$ cat src/rtl/eq_fir_sequencer.sv
// Sequencer for the equalizer FIR banks: owns the circular sample-queue pointers and runs one convolution pass per sample.
// Optional sticky overrun flag and its clear input are built when SEQ_OVERRUN_EN is defined.
module eq_fir_sequencer #(
  parameter int TAPS     = 1021,
  parameter int ADDR_W   = 10,
  parameter int PIPE_LAT = 1
) (
  input  logic              clk,
  input  logic              rst,
  input  logic              new_smpl_i,
`ifdef SEQ_OVERRUN_EN
  input  logic              ovr_clr_i,
`endif
  output logic              queue_we_o,
  output logic [ADDR_W-1:0] wr_addr_o,
  output logic [ADDR_W-1:0] rd_addr_o,
  output logic              sequencing_o,
  output logic              filt_valid_o,
  output logic              busy_o
`ifdef SEQ_OVERRUN_EN
  ,
  output logic              overrun_o
`endif
);

  localparam int CNT_W  = $clog2(TAPS + PIPE_LAT);
  localparam int FILL_W = $clog2(TAPS + 1);

  localparam logic [CNT_W-1:0]  LAST_CNT = CNT_W'(TAPS - 1 + PIPE_LAT);
  localparam logic [CNT_W-1:0]  LAST_RD  = CNT_W'(TAPS - 1);
  localparam logic [FILL_W-1:0] FULL     = FILL_W'(TAPS);
  localparam logic [ADDR_W-1:0] TAPS_A   = ADDR_W'(TAPS);

  typedef enum logic [1:0] {
    IDLE,
    RUN,
    DONE
  } state_t;

  state_t             state_q, state_d;
  logic [ADDR_W-1:0]  wrAddr_q, wrAddr_d;
  logic [ADDR_W-1:0]  rdAddr_q, rdAddr_d;
  logic [CNT_W-1:0]   passCnt_q, passCnt_d;
  logic [FILL_W-1:0]  fillCnt_q, fillCnt_d;
  logic               startPass;

  always_ff @(posedge clk or posedge rst) begin
    if (rst) begin
      state_q   <= IDLE;
      wrAddr_q  <= '0;
      rdAddr_q  <= '0;
      passCnt_q <= '0;
      fillCnt_q <= '0;
    end else begin
      state_q   <= state_d;
      wrAddr_q  <= wrAddr_d;
      rdAddr_q  <= rdAddr_d;
      passCnt_q <= passCnt_d;
      fillCnt_q <= fillCnt_d;
    end
  end

  always_comb begin
    state_d      = state_q;
    wrAddr_d     = wrAddr_q;
    rdAddr_d     = rdAddr_q;
    passCnt_d    = passCnt_q;
    fillCnt_d    = fillCnt_q;
    startPass    = 1'b0;
    sequencing_o = 1'b0;
    filt_valid_o = 1'b0;
    busy_o       = 1'b0;

    // Samples are always written, even mid-pass; only the pass trigger is state dependent.
    if (new_smpl_i) begin
      wrAddr_d = wrAddr_q + ADDR_W'(1);
      if (fillCnt_q != FULL) begin
        fillCnt_d = fillCnt_q + FILL_W'(1);
      end
    end

    unique case (state_q)
      IDLE: begin
        startPass = new_smpl_i && (fillCnt_d == FULL);
        if (startPass) begin
          state_d   = RUN;
          rdAddr_d  = wrAddr_q + ADDR_W'(1) - TAPS_A;
          passCnt_d = '0;
        end
      end
      RUN: begin
        sequencing_o = 1'b1;
        busy_o       = 1'b1;
        // Address stops at the newest sample; the tail cycles only cover ROM latency.
        if (passCnt_q < LAST_RD) begin
          rdAddr_d = rdAddr_q + ADDR_W'(1);
        end
        if (passCnt_q == LAST_CNT) begin
          state_d = DONE;
        end else begin
          passCnt_d = passCnt_q + CNT_W'(1);
        end
      end
      DONE: begin
        filt_valid_o = 1'b1;
        busy_o       = 1'b1;
        state_d      = IDLE;
      end
      default: begin
        state_d = IDLE;
      end
    endcase
  end

  assign queue_we_o = new_smpl_i;
  assign wr_addr_o  = wrAddr_q;
  assign rd_addr_o  = rdAddr_q;

`ifdef SEQ_OVERRUN_EN
  logic overrun_q, overrun_d;

  // A new set takes priority over a simultaneous clear.
  always_comb begin
    overrun_d = overrun_q;
    if (new_smpl_i && busy_o) begin
      overrun_d = 1'b1;
    end else if (ovr_clr_i) begin
      overrun_d = 1'b0;
    end
  end

  always_ff @(posedge clk or posedge rst) begin
    if (rst) begin
      overrun_q <= 1'b0;
    end else begin
      overrun_q <= overrun_d;
    end
  end

  assign overrun_o = overrun_q;
`endif

endmodule

$ cat config.mk
export PLATFORM = sky130hd
export DESIGN_NAME = eq_fir_sequencer
export DESIGN_NICKNAME = d
export VERILOG_FILES = /design/src/rtl/eq_fir_sequencer.sv
export SDC_FILE = /design/constraint.sdc
export NUM_CORES = 1
export LEC_CHECK = 0
export CORE_ASPECT_RATIO = 1.4
export CORE_UTILIZATION = 25
export CTS_CLUSTER_SIZE = 40
export DETAILED_ROUTE_END_ITERATION = 8
export PLACE_DENSITY = 0.41
export SETUP_SLACK_MARGIN = 0.5
export SLEW_MARGIN = 20
export SYNTH_ARGS = -nofsm -noshare
export SYNTH_HDL_FRONTEND = slang
export SYNTH_SLANG_ARGS = --single-unit
$ cat constraint.sdc
create_clock -name clk -period 2.7 [get_ports clk]
set_input_delay 0.405 -clock clk [delete_from_list [all_inputs] [get_ports clk]]
set_output_delay 0.405 -clock clk [all_outputs]
set_load 0.02 [all_outputs]
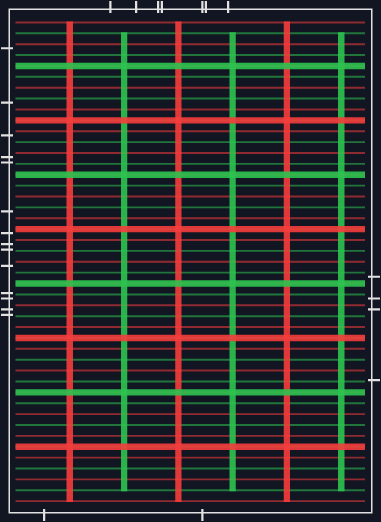
Run 1: floorplan with the power grid
(4 px per µm) Pins as bars on the die edge.
legend:
  red:
    net: VSS
  green:
    net: VDD
rows: 44
met4 straps: 6
met5 straps: 8
signal pins: 27
met1 rails: 45
DIE WIDTH: 90.22 µm
Core Box Area: 0.01046 mm²

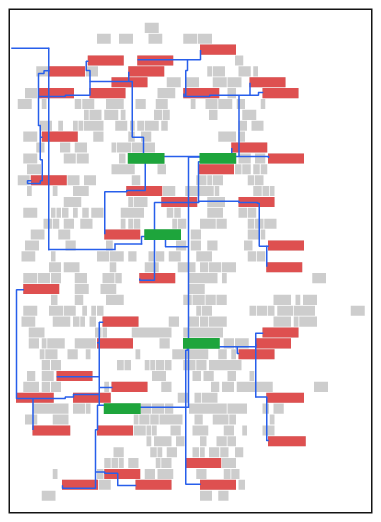
Run 1: routed clock nets over the placement
(4 px per µm)
legend:
  red:
    item: flip-flops
    count: 42
  green:
    item: cells driving clock nets
    count: 5
  blue:
    item: clock wires
    length: 733 µm
flops lie: spread over the die
routed clock nets: 6

==> results.yml, run 1 <==
# implementation run metrics
layout:
  fin_nets: 378
  clk_share: 0.03693
  filler_cell_count: 1102
  buf_share: 0.1626
  drive_above_1_share: 0.2802
  logic_area_mm2: 0.001821
  seq_share: 0.2737
  biggestCellCategory: "multi-input combinational cells"
  seq_area_mm2: 0.001057
  ff_count: 42
  comb_share: 0.4713
  clkbuf_count: 6
  syn2layout_area_growth_pct: 41.80
  final.signal_inverter_count: 11
  diodes: 0
  buffers: 71
  comb_cells: 232
global_route:
  grt_pass1_wl_um: 12320
  grt-ovfl-total: 0
  antenna_found_initial: 0
  grt_max_degree: 17
  grt_usage: 0.1360
  first_global_vias: 2461
yosys:
  yosys_cells: 295
  ys_ff: 42
  syn_area_mm2: 0.002724
  synth_warnings: 0
  ys_area_mm2: 0.002724
  flop_cell: "dfrtp_1"
  simple_gate_share: 0.2430
  yosysTopAreaCell: "dfrtp_1"
  synthTopCellsByArea: "dfrtp_1 39%, ha_1 5.5%, xnor2_1 4.8%"
  mux_share: 0.03767
  synth-xor-area-share: 0.09003
  edf_count: 0
  synth.top_cell.area_share: 0.3859
  synthTopLogicFamily: "simple AND/OR/NAND/NOR gates"
  yosysSeqAreaShare: 0.3859
  adder_share: 0.05512
  synthCells: 295
  aoi_share: 0.1557
  synth_nets: 310
  async_reset_ff_frac: 1.000
  synth_cell_types: 56
  avgSynthCellArea_um2: 9.233
setup_path:
  rr_worst_depth: 10
  cp-start-kind: "register"
  r2r-start: "fillCnt_q[1]"
  r2r_slack_ns: 0.31
  r2r_end: "passCnt_q[9]"
  worstPathRequired_ns: 2.93
  worst_setup_path_end_kind: "register"
  path_class: "reg2reg"
  crit_arrival_ns: 2.62
  crit_fanout: 8
power_and_ir_drop:
  leakagePower_nw: 1.672
  power_density_mw_per_mm2: 722.4
  vdd_drop_max_uv: 549.9
  power.total_w: 0.002790
place:
  gp_congestion: 0.7839
  dpl.hpwl_um: 5261
  port_buffers: 26
flow_run:
  warning_count: 35
  cap_violations: 0
floorplan:
  chip_area_mm2: 0.01132
  nWellTaps: 138
  rows: 44
  pin_count: 27
detailed_routing:
  ant_nets: 0
  drt-pass1-iter-count: 4
  drc_errors: 0
  drtIter0Drc: 105
  avgRoutedWirePerCell_um: 14.47
  routed_wl_um: 7262
  viasPerCell: 4.805
  route.vias.total: 2412
clock_network:
  clk_latency_ns: 0.29
  cts_hold_buf: 0
  clock_path_buffers: 2
  htree_levels: 2
  cts_tree: "yes"
  clock_sinks: 42
  cts_inserted_buffers: 5
  root_buffer: "clkbuf_16"
timing:
  hold_viol: 0
  relSlewSlack: 0.6707
  fmaxAchievable_mhz: 418.4
  fin_crit_ns: 2.390
  final-setup-viol-count: 0
  skew_ns: 0.009888
  fin_crit_sh: 0.8852
  final-max-slew-violation-count: 0
  worstMarginPinSlew_ns: 0.4802
  grt_setup_unrepaired: "true"
  finalSetupTns_ns: 0
min_path:
  hold_class: "in2async"
status:
  status: "completed"
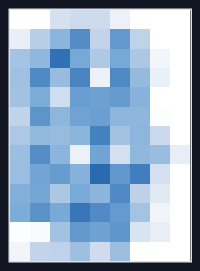
Run 1: cell density map
(2 px per µm) The die is cut into 9 by 13 equal tiles; white is low, dark blue is high, 0 to 100% covered.
fullest tile: 77%
densest ninth of the die: bottom centre
nearly empty tiles: 19%
post-layout utilization of the core: 0.3693
Starting Density: 0.2604

-- run 1: through the flow --
stage               setup slack [ns]  cell area, µm²  std cells  utilization  hold slack, ns
global placement            -0.07060            3387        475       0.3238          0.5086
floorplan                     0.2793            2810        295            -          0.4958
detailed placement           -0.1244            3387        475       0.3238          0.5160
finish                        0.3101            3862        502       0.3693          0.3833
global route                  0.1859            3862        502       0.3693          0.4153
CTS                           0.3136            3824        500       0.3656          0.4001
-- run 1: layout by cell type, fill, tap and decap left out, types with 3 or more instances in the layout --
cell             instances
nor3_1                   5
inv_1                    9
buf_4                   39
and3_1                  13
ha_4                     3
nor2_1                  20
clkdlybuf4s50_1         25
ha_1                     7
nand3_1                 13
nand2b_1                 5
dfrtp_2                  5
xor2_1                  13
clkbuf_16                5
nand2_1                 23
and2_1                   5
a21oi_1                 10
mux2i_1                  6
nand3_2                  4
dfrtp_1                 37
xnor2_1                 15
o21ai_0                 13
o32ai_2                  3
a21oi_2                  3
or3_1                    3
buf_6                    5
nand4_1                 10
-- run 1: flip-flops by register name, indices dropped and copies added (netlist names) --
register   count
rd_addr_o     10
state_q        2
passCnt_q     10
wr_addr_o     10
fillCnt_q     10
-- run 1: cell usage after synthesis, drive strengths merged (2+ instances only) --
library cell,instances
inv,11
xnor2,15
nand2,27
a221oi,2
o311ai,2
and4,3
nor2b,2
o21ai,16
ha,12
a41oi,2
nand2b,5
a21boi,2
clkbuf,6
o32ai,3
a31oi,3
or3,3
mux2,2
a211oi,2
and2,5
nor4,2
a311oi,2
xor2,13
buf,4
nor3,5
nand4b,2
nand3,17
nor2,20
mux2i,8
nand4,10
dfrtp,42
a21oi,13
and3,15
-- run 1: critical path: stages, from the launching register on --
cell and delay, ns:
dfrtp_2 0.45, inv_2 0.08, ha_4 0.15, nand2_2 0.05, and3b_2 0.34, o221ai_4 0.15, o41ai_4 0.39, buf_4 0.20
nand2_4 0.07, or3_1 0.32, a21oi_2 0.12
-- run 1: worst max path at each step --
| stage | end | cells after the start | start |
|---|---|---|---|
| floorplan | rd_addr_o[5] | 10 | fillCnt_q[0] |
| global placement | passCnt_q[5] | 9 | new_smpl_i |
| detailed placement | passCnt_q[9] | 9 | new_smpl_i |
| CTS | passCnt_q[9] | 10 | fillCnt_q[1] |
| global route | rd_addr_o[2] | 11 | fillCnt_q[1] |
| finish | passCnt_q[9] | 10 | fillCnt_q[1] |
-- run 1: power by group --
part | switching (W) | total [W] | internal, W
registers | 0.000164 | 0.000900 | 0.000736
logic | 0.000629 | 0.00128 | 0.000653
clock network | 0.000265 | 0.000609 | 0.000344
total | 0.00106 | 0.00279 | 0.00173
-- run 1: layer usage --
layer | vias to the layer above | GRT usage | wire length (µm)
met3 | 8 | 0.02190 | 176
met2 | 31 | 0.2452 | 3755
met5 | - | 0 | 0
met1 | 1157 | 0.1594 | 3200
li1 | 1216 | - | -
met4 | 0 | 0.05408 | 129
-- run 1: timing repair --
item | in CTS | in global routing
resized | 35 | 5
pin swaps | 18 | 4
setup endpoints to repair | 23 | 22
setup buffers | 17 | 2
gates cloned | 0 | 0
Run 1, congestion heat map:
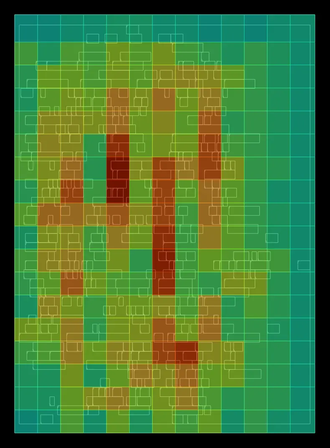

--- run 2 (diff from run 1) ---
--- a/config.mk
+++ b/config.mk
@@ -9,7 +9,6 @@
 export CORE_UTILIZATION = 25
 export CTS_CLUSTER_SIZE = 40
 export DETAILED_ROUTE_END_ITERATION = 8
-export PLACE_DENSITY = 0.41
 export SETUP_SLACK_MARGIN = 0.5
 export SLEW_MARGIN = 20
 export SYNTH_ARGS = -nofsm -noshare
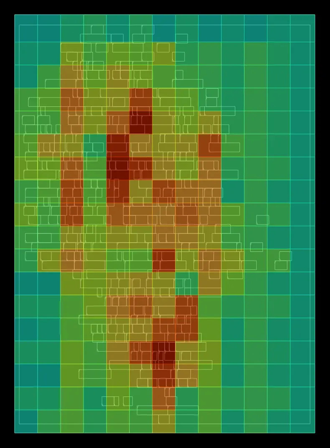
Run 2: congestion heat map
Total Routing Usage GR: 0.1269
met3 Use GR: 0.01946
met2 Use GR: 0.2290
WL/cell: 14.12 µm
GRT Max-Usage Layer: met2

==> results.yml, run 2 <==
# implementation run metrics
power_and_ir_drop:
  p_switching_w: 0.001067
  leakagePower_nw: 1.713
  p_sw_frac: 0.3651
  p_comb_frac: 0.451
  power.internal_w: 0.001856
  clock_power_share: 0.235
  vdd_drop_max_uv: 555.4
  seq_power_share: 0.314
  power.total_w: 0.002923
  power_density_mw_per_mm2: 733.1
yosys:
  yosysTopAreaCell: "dfrtp_1"
  synthTopCellsByArea: "dfrtp_1 39%, ha_1 5.5%, xnor2_1 4.8%"
  yosys-top-cells-count: "42 x dfrtp_1, 25 x nand2_1, 20 x nor2_1, 17 x nand3_1, 16 x o21ai_0"
  yosysSeqAreaShare: 0.3859
  synth_nets: 310
  synth_cell_types: 56
  ys_ff: 42
  simple_gate_share: 0.2430
  synth-xor-area-share: 0.09003
  avgSynthCellArea_um2: 9.233
  adder_share: 0.05512
  aoi_share: 0.1557
  ys_area_mm2: 0.002724
  yosys_cells: 295
  synthCells: 295
  syn_area_mm2: 0.002724
  mux_share: 0.03767
  synth_warnings: 0
  synth.top_cell.area_share: 0.3859
  synthTopLogicFamily: "simple AND/OR/NAND/NOR gates"
  flop_cell: "dfrtp_1"
  top_cell: "dfrtp_1"
  async_reset_ff_frac: 1.000
  edf_count: 0
global_route:
  grt_max_degree: 43
  grt_pass1_wl_um: 11590
  grt-ovfl-total: 0
  antenna_found_initial: 0
  first_global_vias: 2381
clock_network:
  clk_latency_ns: 0.29
  root_buffer: "clkbuf_16"
  clock_path_buffers: 2
  htree_levels: 2
  cts_hold_buf: 0
  cts_inserted_buffers: 5
  cts_tree: "yes"
  clock_sinks: 42
  clk_pin_slew_ns: 0.06
detailed_routing:
  drc_errors: 0
  drt-pass1-iter-count: 4
  routed_wl_um: 7118
  route.vias.total: 2511
  viasPerCell: 4.982
  drtIter0Drc: 172
  ant_nets: 0
timing:
  fmaxAchievable_mhz: 419.7
  final-max-slew-violation-count: 0
  grt_setup_unrepaired: "true"
  relSlewSlack: 0.6233
  worstMarginPinSlew_ns: 0.5651
  skew_ns: 0.005250
  fin_crit_sh: 0.8824
  fin_crit_ns: 2.383
  hold_viol: 0
  final-setup-viol-count: 0
floorplan:
  chip_area_mm2: 0.01132
  die_h_um: 125.5
  rows: 44
  core_area_mm2: 0.01046
  die_w_um: 90.22
  fp_util: 0.2604
  pin_count: 27
status:
  status: "completed"
place:
  place_inst: 473
  port_buffers: 26
  gp_congestion: 0.8676
  dpl.hpwl_um: 4844
setup_path:
  worst_setup_path_end_kind: "register"
  worstPathRequired_ns: 2.87
  crit_arrival_ns: 2.55
  path_class: "reg2reg"
  crit_fanout: 5
  cp-start-kind: "register"
layout:
  final_cells: 504
  diodes: 0
  most-common-layout-cells: "36 x buf_4, 35 x dfrtp_1, 25 x clkdlybuf4s50_1"
  syn2layout_area_growth_pct: 46.35
  mostFrequentLayoutCell: "buf_4"
  fin_nets: 380
  drive_above_1_share: 0.3087
  post-route-util: 0.3811
flow_run:
  cap_violations: 0
  warning_count: 35
min_path:
  hold_class: "reg2reg"
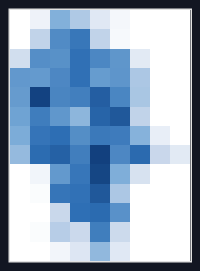
Run 2: cell density map
(2 px per µm) The die is cut into 9 by 13 equal tiles; white is low, dark blue is high, 0 to 100% covered.
fullest tile: 93%
tiles over 75% full: 9.4%
mean over tiles: 34%

run 2: worst paths after layout:
kind                                    from           end  slack (ns)  depth (start not counted)
max in group asynchronous                rst  wr_addr_o[0]        1.72                          3
worst min-delay path            wr_addr_o[9]  wr_addr_o[9]        0.51                          1
worst max register to register  fillCnt_q[0]  rd_addr_o[2]        0.32                         10
worst max-delay path            fillCnt_q[0]  rd_addr_o[2]        0.32                         10
worst min register to register  wr_addr_o[9]  wr_addr_o[9]        0.51                          1
min in group asynchronous                rst  fillCnt_q[5]        0.55                          3
run 2: per-layer routing:
metal,up-vias,share of wire,global-route usage
met3,13,0.029,0.01946
li1,1223,-,-
met2,49,0.53,0.2290
met4,0,0.026,0.05787
met1,1226,0.42,0.1462
met5,-,0,0
run 2: metrics by stage:
step	worst slack (ns)	hold slack (ns)	setup TNS [ns]	cell area, µm²
after floorplan	0.2793	0.4958	0	2810
after global placement	-0.007905	0.4989	-0.007905	3359
after detailed placement	-0.05467	0.5091	-0.2111	3359
after CTS	0.2835	0.5205	0	3802
after global routing	0.1888	0.5540	0	3986
final	0.3174	0.5126	0	3986
run 2: final cells by class:
type                    count  area, µm²
fillers                  1052       6474
inverters                  11      41.29
well taps                 138      172.7
clock buffers               6      128.9
clock inverters             2      37.54
multi-input cells         233       1896
repair buffers             72      650.6
flip-flops and latches     42       1060
run 2: cells by family (layout without fill, tap and decap cells):
family / after synthesis / in the layout
AND/OR/NAND/NOR: 122 / 123
adder cells (fa/ha/maj): 12 / 12
buffers and inverters: 21 / 91
XOR/XNOR: 28 / 28
multiplexers: 10 / 10
AND-OR/OR-AND: 60 / 60
flip-flops: 42 / 42
run 2: repair_timing:
item	4_1_cts	5_1_grt
setup buffers	11	11
gates cloned	1	0
pin swaps	13	6
resized	43	23
setup endpoints to repair	22	22
run 2: critical path, stage by stage (launching register included):
cell and delay, ns:
dfrtp_2 0.47, ha_4 0.20, a21o_1 0.16, a41oi_2 0.18, a311oi_2 0.06, buf_4 0.16
o41ai_4 0.37, buf_6 0.17, buf_12 0.10, nand2_8 0.07, a221o_1 0.32
run 2: power groups by stage:
stage	Sequential, W	Combinational [W]	Clock, W
after global placement	0.000934	0.000975	0
after floorplan	0.000966	0.000641	0
after detailed placement	0.000940	0.000991	0
after CTS	0.000917	0.00117	0.000709
after global routing	0.000937	0.00144	0.000734
final	0.000917	0.00132	0.000687
Run 2, floorplan with the power grid:
(4 px per µm) Pins as bars on the die edge.
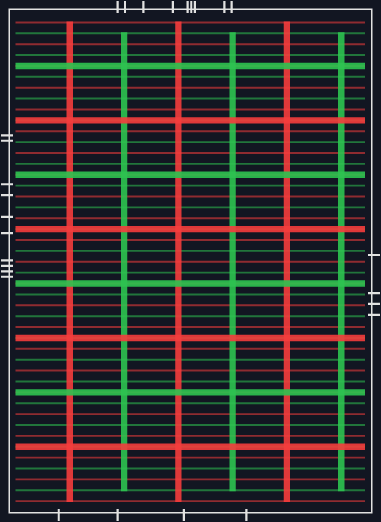

--- run 3 (diff from run 2) ---
--- a/config.mk
+++ b/config.mk
@@ -5,10 +5,12 @@
 export SDC_FILE = /design/constraint.sdc
 export NUM_CORES = 1
 export LEC_CHECK = 0
+export ABC_AREA = 1
 export CORE_ASPECT_RATIO = 1.4
 export CORE_UTILIZATION = 25
 export CTS_CLUSTER_SIZE = 40
 export DETAILED_ROUTE_END_ITERATION = 8
+export GPL_TIMING_DRIVEN = 0
 export SETUP_SLACK_MARGIN = 0.5
 export SLEW_MARGIN = 20
 export SYNTH_ARGS = -nofsm -noshare
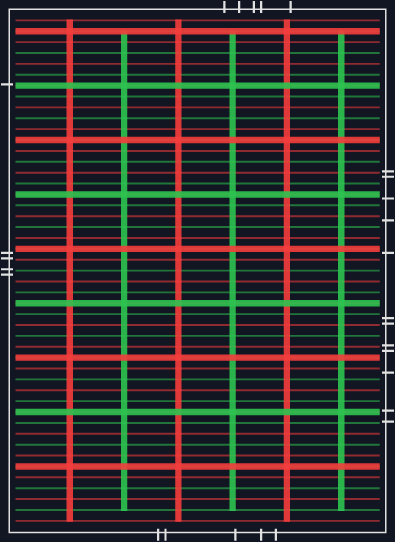
Run 3: floorplan with the power grid
(4 px per µm) Pins as bars on the die edge.
legend:
  green:
    net: VDD
  red:
    net: VSS
met1 rails: 47
met5 straps: 9
Die Span Y: 130.4 µm
DIE WIDTH: 93.74 µm
Core Box Area: 0.01140 mm²
worst vdd ir: 380.6 µV

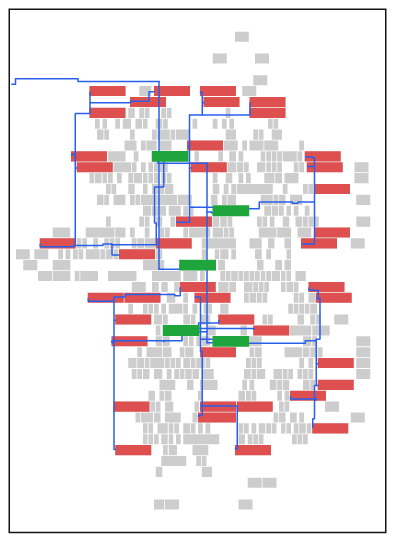
Run 3: routed clock nets over the placement
(4 px per µm)
legend:
  red:
    item: flip-flops
    count: 42
  green:
    item: cells driving clock nets
    count: 5
  blue:
    item: clock wires
    length: 654 µm
routed clock nets: 6

==> results.yml, run 3 <==
# implementation run metrics
status:
  status: "completed"
detailed_routing:
  drc_errors: 0
  ant_nets: 0
  drtIter0Drc: 147
  routed_wl_um: 7582
  viasPerCell: 4.713
  route.vias.total: 2894
  avgRoutedWirePerCell_um: 12.35
setup_path:
  path_class: "reg2reg"
  rr_worst_depth: 16
  r2r-start: "fillCnt_q[1]"
  r2r_end: "rd_addr_o[0]"
  crit_slowest_cell: "dfrtp_1"
  crit_path_max_incr_delay_ns: 0.41
  cp-start-kind: "register"
  crit_fanout: 8
  r2r_slack_ns: 0.59
  crit_chain: "inv_2, ha_4, nand3_4, nor2_4, nand2_2, buf_6, nand2_2, nand2_2, nand2_2, nand3_2, nor2_2, nand3_2, nand2_8, clkbuf_16, nand3_2, nand2_1"
yosys:
  yosys_cells: 431
  synth_nets: 446
  synthTopLogicFamily: "simple AND/OR/NAND/NOR gates"
  ys_ff: 42
  adder_share: 0.05098
  yosysTopAreaCell: "dfrtp_1"
  synthCells: 431
  mux_share: 0
  synthTopCellsByArea: "dfrtp_1 36%, nand2_1 19%, nand3_1 9.3%"
  ys_area_mm2: 0.002945
  syn_area_mm2: 0.002945
  avgSynthCellArea_um2: 6.834
  flop_cell: "dfrtp_1"
  synth.top_cell.area_share: 0.3568
  yosys-top-cells-count: "147 x nand2_1, 55 x nand3_1, 45 x inv_1, 44 x nor2_1, 42 x dfrtp_1"
  synth-xor-area-share: 0.03568
clock_network:
  htree_levels: 2
  clock_sinks: 42
  clock_path_buffers: 2
  clk_pin_slew_ns: 0.06
  cts_inserted_buffers: 5
  cts_hold_buf: 0
  clk_latency_ns: 0.28
place:
  place_inst: 601
  gp_congestion: 0.8480
  dpl.hpwl_um: 5419
flow_run:
  warning_count: 33
  cap_violations: 0
floorplan:
  pin_count: 27
  chip_area_mm2: 0.01223
  rows: 46
  fp_util: 0.2585
power_and_ir_drop:
  leakagePower_nw: 1.753
  power_density_mw_per_mm2: 996.5
global_route:
  grt_max_degree: 32
  antenna_found_initial: 0
  grt_usage: 0.1279
  first_global_vias: 2805
layout:
  mostFrequentLayoutCell: "nand2_1"
  filler_cell_count: 1204
  most-common-layout-cells: "144 x nand2_1, 45 x nand3_1, 43 x inv_1"
  diodes: 0
  syn2layout_area_growth_pct: 27.32
  drive_above_1_share: 0.1340
  final_cells: 614
timing:
  final-max-slew-violation-count: 0
  fin_crit_sh: 0.7820
  relSlewSlack: 0.6697
  final-setup-viol-count: 0
  finalSetupTns_ns: 0
  fmaxAchievable_mhz: 473.6
  grt_setup_unrepaired: "true"
  skew_ns: 0.003533
min_path:
  hold_class: "in2async"
run 3: cell types whose count changed after synthesis, sizes merged, moves of 15 or more:
cell   change
nand2    +129
nand3     +42
inv       +35
nor2      +28
and3      -15
run 3: worst max-delay path by stage:
| stage | slack, ns | endpoint | startpoint |
|---|---|---|---|
| final | 0.59 | rd_addr_o[0] | fillCnt_q[1] |
| after global routing | 0.42 | passCnt_q[4] | fillCnt_q[1] |
| after CTS | 0.57 | passCnt_q[8] | fillCnt_q[0] |
| after detailed placement | 0.57 | passCnt_q[8] | new_smpl_i |
| after global placement | 0.34 | wr_addr_o[7] | rst |
| after floorplan | 0.86 | rd_addr_o[9] | fillCnt_q[1] |
run 3: cell type report:
cell class,count,area [µm²],share of cell area
Clock inverter,2,10.01,0.002669
Sequential cell,42,1052,0.2806
Timing Repair Buffer,32,347.8,0.09276
Buffer,13,91.34,0.02436
Multi-Input combinational cell,330,1770,0.4721
Clock buffer,5,125.1,0.03337
Inverter,46,172.7,0.04605
Tap cell,144,180.2,0.04805
run 3: per-stage QoR:
stage          utilization  hold slack (ns)  area, µm²
5_1_grt             0.3291           0.4270       3750
2_1_floorplan            -           0.4668       2945
4_1_cts             0.3098           0.3840       3531
3_5_place_dp        0.2980           0.4966       3396
6_report            0.3291           0.3765       3750
3_3_place_gp        0.2962           0.4869       3376
run 3: critical path, delay by kind of cell (launching register included):
| family | cells | cell delay [ns] |
|---|---|---|
| buf+inv | 3 | 0.41 |
| simple gates | 12 | 1.06 |
| flops | 1 | 0.41 |
| fa+ha+maj | 1 | 0.16 |
run 3: timing repair:
item	4_1_cts	5_1_grt
gates resized	0	32
setup endpoints to repair	0	22
setup buffers	0	3
run 3: logic make-up (layout without fill, tap and decap cells):
kind of cell	count (synthesis)	in the layout
XOR/XNOR	12	12
AND/OR/NAND/NOR	282	282
flip-flops	42	42
adder cells (fa/ha/maj)	12	12
AND-OR/OR-AND	24	24
buffers and inverters	59	98
run 3: layer usage:
layer  track usage  vias to the layer above  share of wire
li1              -                     1455              -
met1        0.1431                     1360           0.42
met2        0.2331                       64           0.52
met3       0.02083                       15          0.033
met4       0.06335                        0          0.024
met5             0                        -              0
run 3: power breakdown:
part / switching (W) / leakage [nW] / internal [W]
clock: 0.000243 / 0.0694 / 0.000334
sequential: 0.000285 / 0.532 / 0.000826
combinational: 0.00124 / 1.15 / 0.000813
total: 0.00176 / 1.75 / 0.00197
Power is estimated from default activity; no workload was simulated.
